File: config.mk
export PLATFORM = sky130hd
export DESIGN_NAME = bus_io_target_flat
export DESIGN_NICKNAME = d
export VERILOG_FILES = /design/src/rtl/bus_io_target_if.sv /design/src/rtl/bus_io_target.sv /design/src/flat_wrapper.sv
export SDC_FILE = /design/constraint.sdc
export NUM_CORES = 1
export LEC_CHECK = 0
export ABC_CLOCK_PERIOD_IN_PS = 2890
export CORE_ASPECT_RATIO = 1.5
export CORE_MARGIN = 1.5
export CORE_UTILIZATION = 58
export CTS_CLUSTER_DIAMETER = 120
export DETAILED_ROUTE_END_ITERATION = 6
export GPL_TIMING_DRIVEN = 0
export PLACE_DENSITY = 0.81
export SETUP_SLACK_MARGIN = 0.15
export SLEW_MARGIN = 20
export SYNTH_ARGS = -nofsm -noshare
export SYNTH_HDL_FRONTEND = slang
export SYNTH_SLANG_ARGS = --single-unit
export TNS_END_PERCENT = 20
File: constraint.sdc
create_clock -name ph2 -period 2.89 [get_ports ph2]
set_clock_uncertainty 0.15 [all_clocks]
set_input_delay 0.578 -clock ph2 [delete_from_list [all_inputs] [get_ports ph2]]
set_output_delay 0.578 -clock ph2 [all_outputs]
set_load 0.01 [all_outputs]
File: src/rtl/bus_io_target_if.sv
// Bus-side bundle for bus_io_target: CPU register port, TX/RX byte streams and interrupt.
// The core/testbench side uses master and the target uses slave.
interface bus_io_target_if;
   logic [15:0] address;
   logic        read_en;
   logic [7:0]  bus_wdata;
   logic [7:0]  bus_rdata;
   logic        hit;
   logic [7:0]  tx_data;
   logic        tx_valid;
   logic        tx_ready;
   logic [7:0]  rx_data;
   logic        rx_valid;
   logic        rx_ready;
   logic        irq;

   modport master (
      output address, read_en, bus_wdata, tx_ready, rx_data, rx_valid,
      input  bus_rdata, hit, tx_data, tx_valid, rx_ready, irq
   );

   modport slave (
      input  address, read_en, bus_wdata, tx_ready, rx_data, rx_valid,
      output bus_rdata, hit, tx_data, tx_valid, rx_ready, irq
   );
endinterface

File: src/rtl/bus_io_target.sv
// Memory-mapped I/O target: 8-deep TX FIFO, 1-byte RX holding register and a
// 16-bit reload timer with interrupt. Every cycle whose address hits the window is a bus access.
module bus_io_target #(
   parameter logic [15:0] BASE = 16'hD000
) (
   input logic             ph2,
   input logic             reset,
   bus_io_target_if.slave  bus
);
   logic [7:0]  r_fifo [8];
   logic [2:0]  r_wptr, r_rptr;
   logic [3:0]  r_count;
   logic        r_ovf;
   logic        r_rx_full;
   logic [7:0]  r_rx_data;
   logic [15:0] r_reload;
   logic [15:0] r_cnt;
   logic        r_tmr_en, r_irq_en;
   logic        r_tmr_flag;
   logic        r_irq;

   logic       w_hit, w_wr, w_rd;
   logic [3:0] w_reg;
   logic       w_tx_full, w_tx_empty, w_push, w_pop, w_push_ok;
   logic       w_tmr_expire, w_tmr_start;
   logic [7:0] w_rdata;

   assign w_hit        = (bus.address[15:4] == BASE[15:4]);
   assign w_reg        = bus.address[3:0];
   assign w_wr         = w_hit && !bus.read_en;
   assign w_rd         = w_hit && bus.read_en;
   assign w_tx_full    = (r_count == 4'd8);
   assign w_tx_empty   = (r_count == 4'd0);
   assign w_push       = w_wr && (w_reg == 4'h0);
   assign w_pop        = !w_tx_empty && bus.tx_ready;
   // A full FIFO still takes the push when the head leaves on the same edge.
   assign w_push_ok    = w_push && (!w_tx_full || w_pop);
   assign w_tmr_expire = r_tmr_en && (r_cnt == 16'h0000);
   assign w_tmr_start  = w_wr && (w_reg == 4'h4) && bus.bus_wdata[0] && !r_tmr_en;

   always_comb begin
      w_rdata = 8'h00;
      if (w_hit) begin
         case (w_reg)
            4'h0:    w_rdata = r_rx_full ? r_rx_data : 8'h00;
            4'h1:    w_rdata = {r_tmr_flag, r_ovf, 2'b00, r_rx_full, w_tx_full, w_tx_empty, 1'b0};
            4'h2:    w_rdata = r_reload[7:0];
            4'h3:    w_rdata = r_reload[15:8];
            4'h4:    w_rdata = {6'b0, r_irq_en, r_tmr_en};
            default: w_rdata = 8'h00;
         endcase
      end
   end

   assign bus.bus_rdata = w_rdata;
   assign bus.hit       = w_hit;
   assign bus.tx_valid  = !w_tx_empty;
   assign bus.tx_data   = w_tx_empty ? 8'h00 : r_fifo[r_rptr];
   assign bus.rx_ready  = !r_rx_full;
   assign bus.irq       = r_irq;

   always_ff @(posedge ph2 or negedge reset) begin
      if (!reset) begin
         for (int i = 0; i < 8; i++) r_fifo[i] <= 8'h00;
         r_wptr  <= 3'd0;
         r_rptr  <= 3'd0;
         r_count <= 4'd0;
         r_ovf   <= 1'b0;
      end else begin
         if (w_push_ok) begin
            r_fifo[r_wptr] <= bus.bus_wdata;
            r_wptr         <= r_wptr + 3'd1;
         end
         if (w_pop) r_rptr <= r_rptr + 3'd1;
         case ({w_push_ok, w_pop})
            2'b10:   r_count <= r_count + 4'd1;
            2'b01:   r_count <= r_count - 4'd1;
            default: r_count <= r_count;
         endcase
         if (w_push && !w_push_ok)           r_ovf <= 1'b1;
         else if (w_rd && (w_reg == 4'h1))   r_ovf <= 1'b0;
      end
   end

   always_ff @(posedge ph2 or negedge reset) begin
      if (!reset) begin
         r_rx_full <= 1'b0;
         r_rx_data <= 8'h00;
      end else if (bus.rx_valid && !r_rx_full) begin
         r_rx_full <= 1'b1;
         r_rx_data <= bus.rx_data;
      end else if (w_rd && (w_reg == 4'h0)) begin
         r_rx_full <= 1'b0;
      end
   end

   always_ff @(posedge ph2 or negedge reset) begin
      if (!reset) begin
         r_reload   <= 16'h0000;
         r_cnt      <= 16'h0000;
         r_tmr_en   <= 1'b0;
         r_irq_en   <= 1'b0;
         r_tmr_flag <= 1'b0;
         r_irq      <= 1'b0;
      end else begin
         if (w_wr && (w_reg == 4'h2)) r_reload[7:0]  <= bus.bus_wdata;
         if (w_wr && (w_reg == 4'h3)) r_reload[15:8] <= bus.bus_wdata;
         if (w_wr && (w_reg == 4'h4)) begin
            r_tmr_en <= bus.bus_wdata[0];
            r_irq_en <= bus.bus_wdata[1];
         end
         if (w_tmr_start)       r_cnt <= r_reload;
         else if (w_tmr_expire) r_cnt <= r_reload;
         else if (r_tmr_en)     r_cnt <= r_cnt - 16'd1;
         // Expiry beats a same-cycle IRQ_CLR write.
         if (w_tmr_expire)                    r_tmr_flag <= 1'b1;
         else if (w_wr && (w_reg == 4'h5))    r_tmr_flag <= 1'b0;
         r_irq <= r_tmr_flag && r_irq_en;
      end
   end
endmodule

File: src/flat_wrapper.sv
// flat-port wrapper written by rule: the top's interface ports become plain ports
module bus_io_target_flat 
#(
   parameter logic [15:0] BASE = 16'hD000
)
  (ph2, reset, bus_address, bus_read_en, bus_bus_wdata, bus_tx_ready, bus_rx_data, bus_rx_valid, bus_bus_rdata, bus_hit, bus_tx_data, bus_tx_valid, bus_rx_ready, bus_irq);
  bus_io_target_if bus_i ();
  input logic ph2;
  input logic reset;
  input wire logic [$bits(bus_i.address)-1:0] bus_address;
  input wire logic [$bits(bus_i.read_en)-1:0] bus_read_en;
  input wire logic [$bits(bus_i.bus_wdata)-1:0] bus_bus_wdata;
  input wire logic [$bits(bus_i.tx_ready)-1:0] bus_tx_ready;
  input wire logic [$bits(bus_i.rx_data)-1:0] bus_rx_data;
  input wire logic [$bits(bus_i.rx_valid)-1:0] bus_rx_valid;
  output wire logic [$bits(bus_i.bus_rdata)-1:0] bus_bus_rdata;
  output wire logic [$bits(bus_i.hit)-1:0] bus_hit;
  output wire logic [$bits(bus_i.tx_data)-1:0] bus_tx_data;
  output wire logic [$bits(bus_i.tx_valid)-1:0] bus_tx_valid;
  output wire logic [$bits(bus_i.rx_ready)-1:0] bus_rx_ready;
  output wire logic [$bits(bus_i.irq)-1:0] bus_irq;
  assign bus_i.address = bus_address;
  assign bus_i.read_en = bus_read_en;
  assign bus_i.bus_wdata = bus_bus_wdata;
  assign bus_i.tx_ready = bus_tx_ready;
  assign bus_i.rx_data = bus_rx_data;
  assign bus_i.rx_valid = bus_rx_valid;
  assign bus_bus_rdata = bus_i.bus_rdata;
  assign bus_hit = bus_i.hit;
  assign bus_tx_data = bus_i.tx_data;
  assign bus_tx_valid = bus_i.tx_valid;
  assign bus_rx_ready = bus_i.rx_ready;
  assign bus_irq = bus_i.irq;
  bus_io_target #(.BASE(BASE)) u_core (.ph2(ph2), .reset(reset), .bus(bus_i));
endmodule
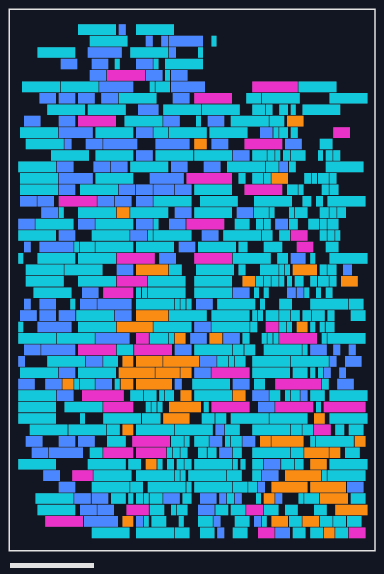
(images/sizing.png)
The bar under the picture is 20 microns long.
- blue: x2 (cells 145; share 25%; most used mux2_2)
- orange: x3 and x4 (cells 45; share 7.7%; most used buf_4)
- magenta: x6 and larger (cells 38; share 6.5%; most used clkbuf_16)
- cyan: x1 and smaller (cells 354; share 61%; most used dfrtp_1)
post-route cell area: 0.00769 sq mm
final setup slack of the worst path: 0.123 ns
non-clock buffer count in the final layout: 99
Layout Area Growth over Synthesis: 26.4%

==> tab_implementation.tex <==
% Implementation results table
\begin{tabular}{lr}
\hline
Metric & Value \\
\hline
\multicolumn{2}{l}{\textbf{Place}} \\
Detailed placer's ending HPWL & between 10 and 15 mm \\
Minimum setup slack after placement & -1.21 ns \\
Final estimated routing congestion in global placement & just under 0.9 \\
Port Buf Inserts & about 50 \\
\multicolumn{2}{l}{\textbf{Cells and area}} \\
Share of cells above drive strength 1 & 0.392 \\
Final-layout non-clock buffer area share & 0.107 \\
Sequential cell area & around 0.003 sq mm \\
Count of flip-flops and latches & around 120 \\
Logic share of the area & 0.398 \\
Cell type taking the most area & multi-input combinational cells \\
Final Util & 0.755 \\
Non-clock inverter instance count of the final layout & 5 \\
Register with the highest flop count & u\_core.r\_fifo \\
Tally of filler cells in the layout & between 600 and 700 \\
Seq area share & 0.390 \\
Portion of the layout cell area used by clock cells & 0.0787 \\
Diodes inserted & 0 \\
Final nets & between 600 and 700 \\
Top flop regs & u\_core.r\_fifo (64), u\_core.r\_cnt (16), u\_core.r\_reload (16) \\
Number of flip-flops in the largest register & $\sim$64 \\
Number of logic gates & approximately 330 \\
Combinational Area & $\sim$0.003 sq mm \\
Final-layout clock buffer total & 19 \\
\multicolumn{2}{l}{\textbf{Clock network}} \\
Clock-pin transition on the worst setup and hold timing paths & approximately 0.060 ns \\
Number of resized instances in the post-cts repair step & 126 \\
Clock tree from TritonCTS & built \\
Cell chosen for the clock root & clkbuf\_16 \\
Max clock buf depth & 2 \\
Total of hold buffers inserted after clock tree synthesis & 1 \\
Clock latency reported for the late side of the worst-skew pair & approximately 0.42 ns \\
Postcts setup bufs & 13 \\
Num Clock Sinks & around 120 \\
Number of buffers created by CTS & 17 \\
Deepest level of the CTS H-tree & 4 \\
\multicolumn{2}{l}{\textbf{Detailed routing}} \\
Pre-Repair DR Iteration Count & 7 \\
Wire length on met2 & about 9.2 mm \\
Number of nets still failing antenna checks after routing & 0 \\
Iter 0 DRT Violations & approximately 230 \\
Vias per Instance & around 6.2 \\
Wire length on met1 & roughly 5.9 mm \\
DRC & 0 \\
Highest metal layer used by the detailed router & met4 \\
DR WL met3 & between 500 and 600 microns \\
\multicolumn{2}{l}{\textbf{Pwr}} \\
Clock net power & between 2 and 2.5 mW \\
Ratio of total power to cell area & 636 mW/mm\^{}2 \\
Sequential group share of total power & 0.368 \\
Total Power Consumption & 4.89 mW \\
Main power-consuming group & the clock network \\
Leak pwr & 3.60 nW \\
Net switching power of the design & $\sim$1.3 mW \\
Internal & about 3.6 mW \\
Combinational fraction of design power & 0.189 \\
Combinational gate power & 0.925 mW \\
Sequential-cell power consumption & between 1.5 and 2 mW \\
Maximum resistive drop on vdd & 0.000479 V \\
Fraction of power spent switching nets & 0.270 \\
Proportion of power drawn by the clock network & 0.443 \\
\multicolumn{2}{l}{\textbf{Global route}} \\
Met2 Track Usage GR & 0.571 \\
First-pass GRT wire length & 26.2 mm \\
GRT met3 Usage & 0.0763 \\
Vias in the first global route & around 5000 \\
Routing layer with the top usage in global route & met2 \\
Pin count of the biggest net entering global routing & 77 \\
Met1 demand-to-capacity share in global routing & 0.345 \\
Overall overflow remaining after global route & 0 \\
Antenna violations before repair & 0 \\
\multicolumn{2}{l}{\textbf{Floorplan}} \\
Well-tap cell count & roughly 140 \\
Horizontal extent of the die & about 87 microns \\
Overall die area & 0.0111 sq mm \\
Core footprint & between 0.01 and 0.015 sq mm \\
Cell Rows & about 45 \\
Starting density of the core & 0.597 \\
Die height & $\sim$130 microns \\
Number of primary I/O pins & roughly 57 \\
\multicolumn{2}{l}{\textbf{Logic synthesis}} \\
Adder share & 0.0103 \\
Number of cells in the yosys synthesis report & between 400 and 500 \\
Flip-flop and latch count after synthesis & around 120 \\
Post-synth ARST share & 1.00 \\
Largest area contributor in the synthesized netlist & dfrtp\_1 \\
Most frequently used flop master after synthesis & dfrtp\_1 \\
Number of flops mapped to enable cells by yosys & 0 \\
Synth Net Count & between 500 and 600 \\
Per-instance average area after synthesis & 12.6 sq um \\
Syn Std Cell Area & roughly 0.0061 sq mm \\
Most frequent cell after synthesis & dfrtp\_1 \\
Dominant kind of combinational cell & multiplexers \\
Area share of xor/xnor cells in the synthesized design & 0.0144 \\
Number of warning messages in the yosys log & 0 \\
Most instantiated cells after synthesis & dfrtp\_1 (120), mux2\_2 (91), nor2\_1 (34), nand2\_1 (26), mux4\_2 (16) \\
Cell types occupying the most area after synthesis & dfrtp\_1 (49\%), mux2\_2 (17\%), mux4\_2 (5.9\%) \\
Yosys chip area & roughly 0.006 sq mm \\
Share of the synthesized area in the top cell type & 0.494 \\
Sequential-to-total area share from yosys stat & 0.494 \\
Multiplexer share of the synthesized area & 0.249 \\
Area share of and-or/or-and cells after synthesis & 0.0705 \\
Yosys simple share & 0.134 \\
Cell variety after synth & between 60 and 70 \\
Cell count after synthesis & $\sim$480 \\
\multicolumn{2}{l}{\textbf{Setup path}} \\
Crit path capture type & output pin \\
Length in cells of the worst reg-to-reg path & 8 \\
Endpoint of the worst-slack reg-to-reg timing path & u\_core.r\_cnt[5] \\
Library cell contributing the largest single delay on the critical path & or4\_4 \\
Crit-path leading delay family & simple AND/OR/NAND/NOR gates \\
Timing endpoint of the critical path & bus\_bus\_rdata[1] \\
Slowest stage delay, CP & roughly 0.56 ns \\
Logic depth of the worst setup path including buffers & 7 \\
Largest fanout on the critical path & 8 \\
Startpoint class of the critical path & primary input \\
Launching element of the worst setup path & bus\_address[11] \\
Buffers \& Inverters on Critical Path & 3 \\
Critical Setup Path Class & in2out \\
Arrival time reported for the critical path endpoint & $\sim$2.0 ns \\
Critical path data required time & around 2.2 ns \\
R2r setup slk & 0.13 ns \\
Startpoint of the most critical register-to-register path & u\_core.r\_cnt[8] \\
Chain of cells forming the critical path & buf\_6 > or4\_4 > nor3b\_4 > buf\_4 > o21ai\_4 > a31oi\_1 > buf\_2 \\
\multicolumn{2}{l}{\textbf{Run status}} \\
Result of the run & finished, final reports clean \\
\multicolumn{2}{l}{\textbf{Run}} \\
Maximum capacitance violations & 0 \\
Number of warnings in the stage logs & 30 \\
\multicolumn{2}{l}{\textbf{Hold path}} \\
Hold Crit Start & u\_core.r\_fifo[46] \\
Worst Hold Class & reg2reg \\
Terminating pin of the worst hold path & u\_core.r\_fifo[46] \\
Hold path depth & 1 \\
\multicolumn{2}{l}{\textbf{Final timing}} \\
Final setup violation count & 0 \\
Minimum period implied by the final worst setup slack & roughly 2.8 ns \\
Unrepaired setup endpoints after global routing & yes \\
Slew @ Worst Pin & a little under 1 ns \\
Slew headroom & 0.350 \\
Fin crit share & 0.957 \\
Final hold violation count & 0 \\
Final slew viol count & 0 \\
Top achievable clock speed & between 0.3 and 0.4 GHz \\
\hline
\end{tabular}
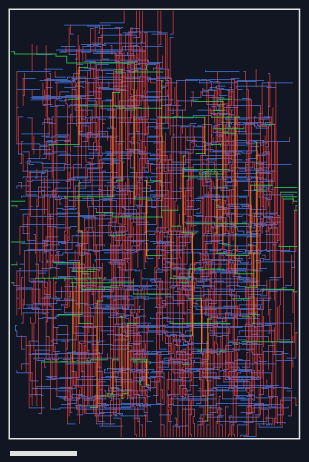
(images/layers.png)
The bar under the picture is 20 microns long.
- green: M3 (wire length 575 microns)
- red: M2 (wire length 9180 microns)
- blue: M1 (wire length 5910 microns)
- orange: M4 (wire length 693 microns)
GR Util All Layers: 0.320
final routed wire length divided by cell count: 22.6 microns
vias after detailed routing: 4495
Post-Route WL: 16.4 mm

per-stage QoR:
stage | setup TNS (ns) | hold slack (ns) | instances | area (sq um)
finish | 0 | 0.348 | 723 | 7690
global placement | -456.68 | 0.322 | 673 | 6770
global route | 0 | 0.371 | 723 | 7690
floorplan | 0 | 0.132 | 482 | 6090
CTS | 0 | 0.337 | 721 | 7680
detailed placement | -67.83 | 0.325 | 674 | 6800
layout by cell type (no fill, tap or decap), types with 7 or more instances in the layout:
cell / n
a21oi_1: 11
a22oi_1: 9
buf_1: 10
buf_2: 17
buf_4: 13
buf_6: 7
clkbuf_1: 9
clkbuf_16: 17
clkdlybuf4s50_1: 16
dfrtp_1: 120
dlygate4sd2_1: 10
mux2_2: 91
mux2i_1: 10
mux4_2: 16
nand2_1: 26
nor2_1: 31
nor3_1: 11
o21ai_0: 11
No activity file was given, so power comes from the tool's default toggle rates.
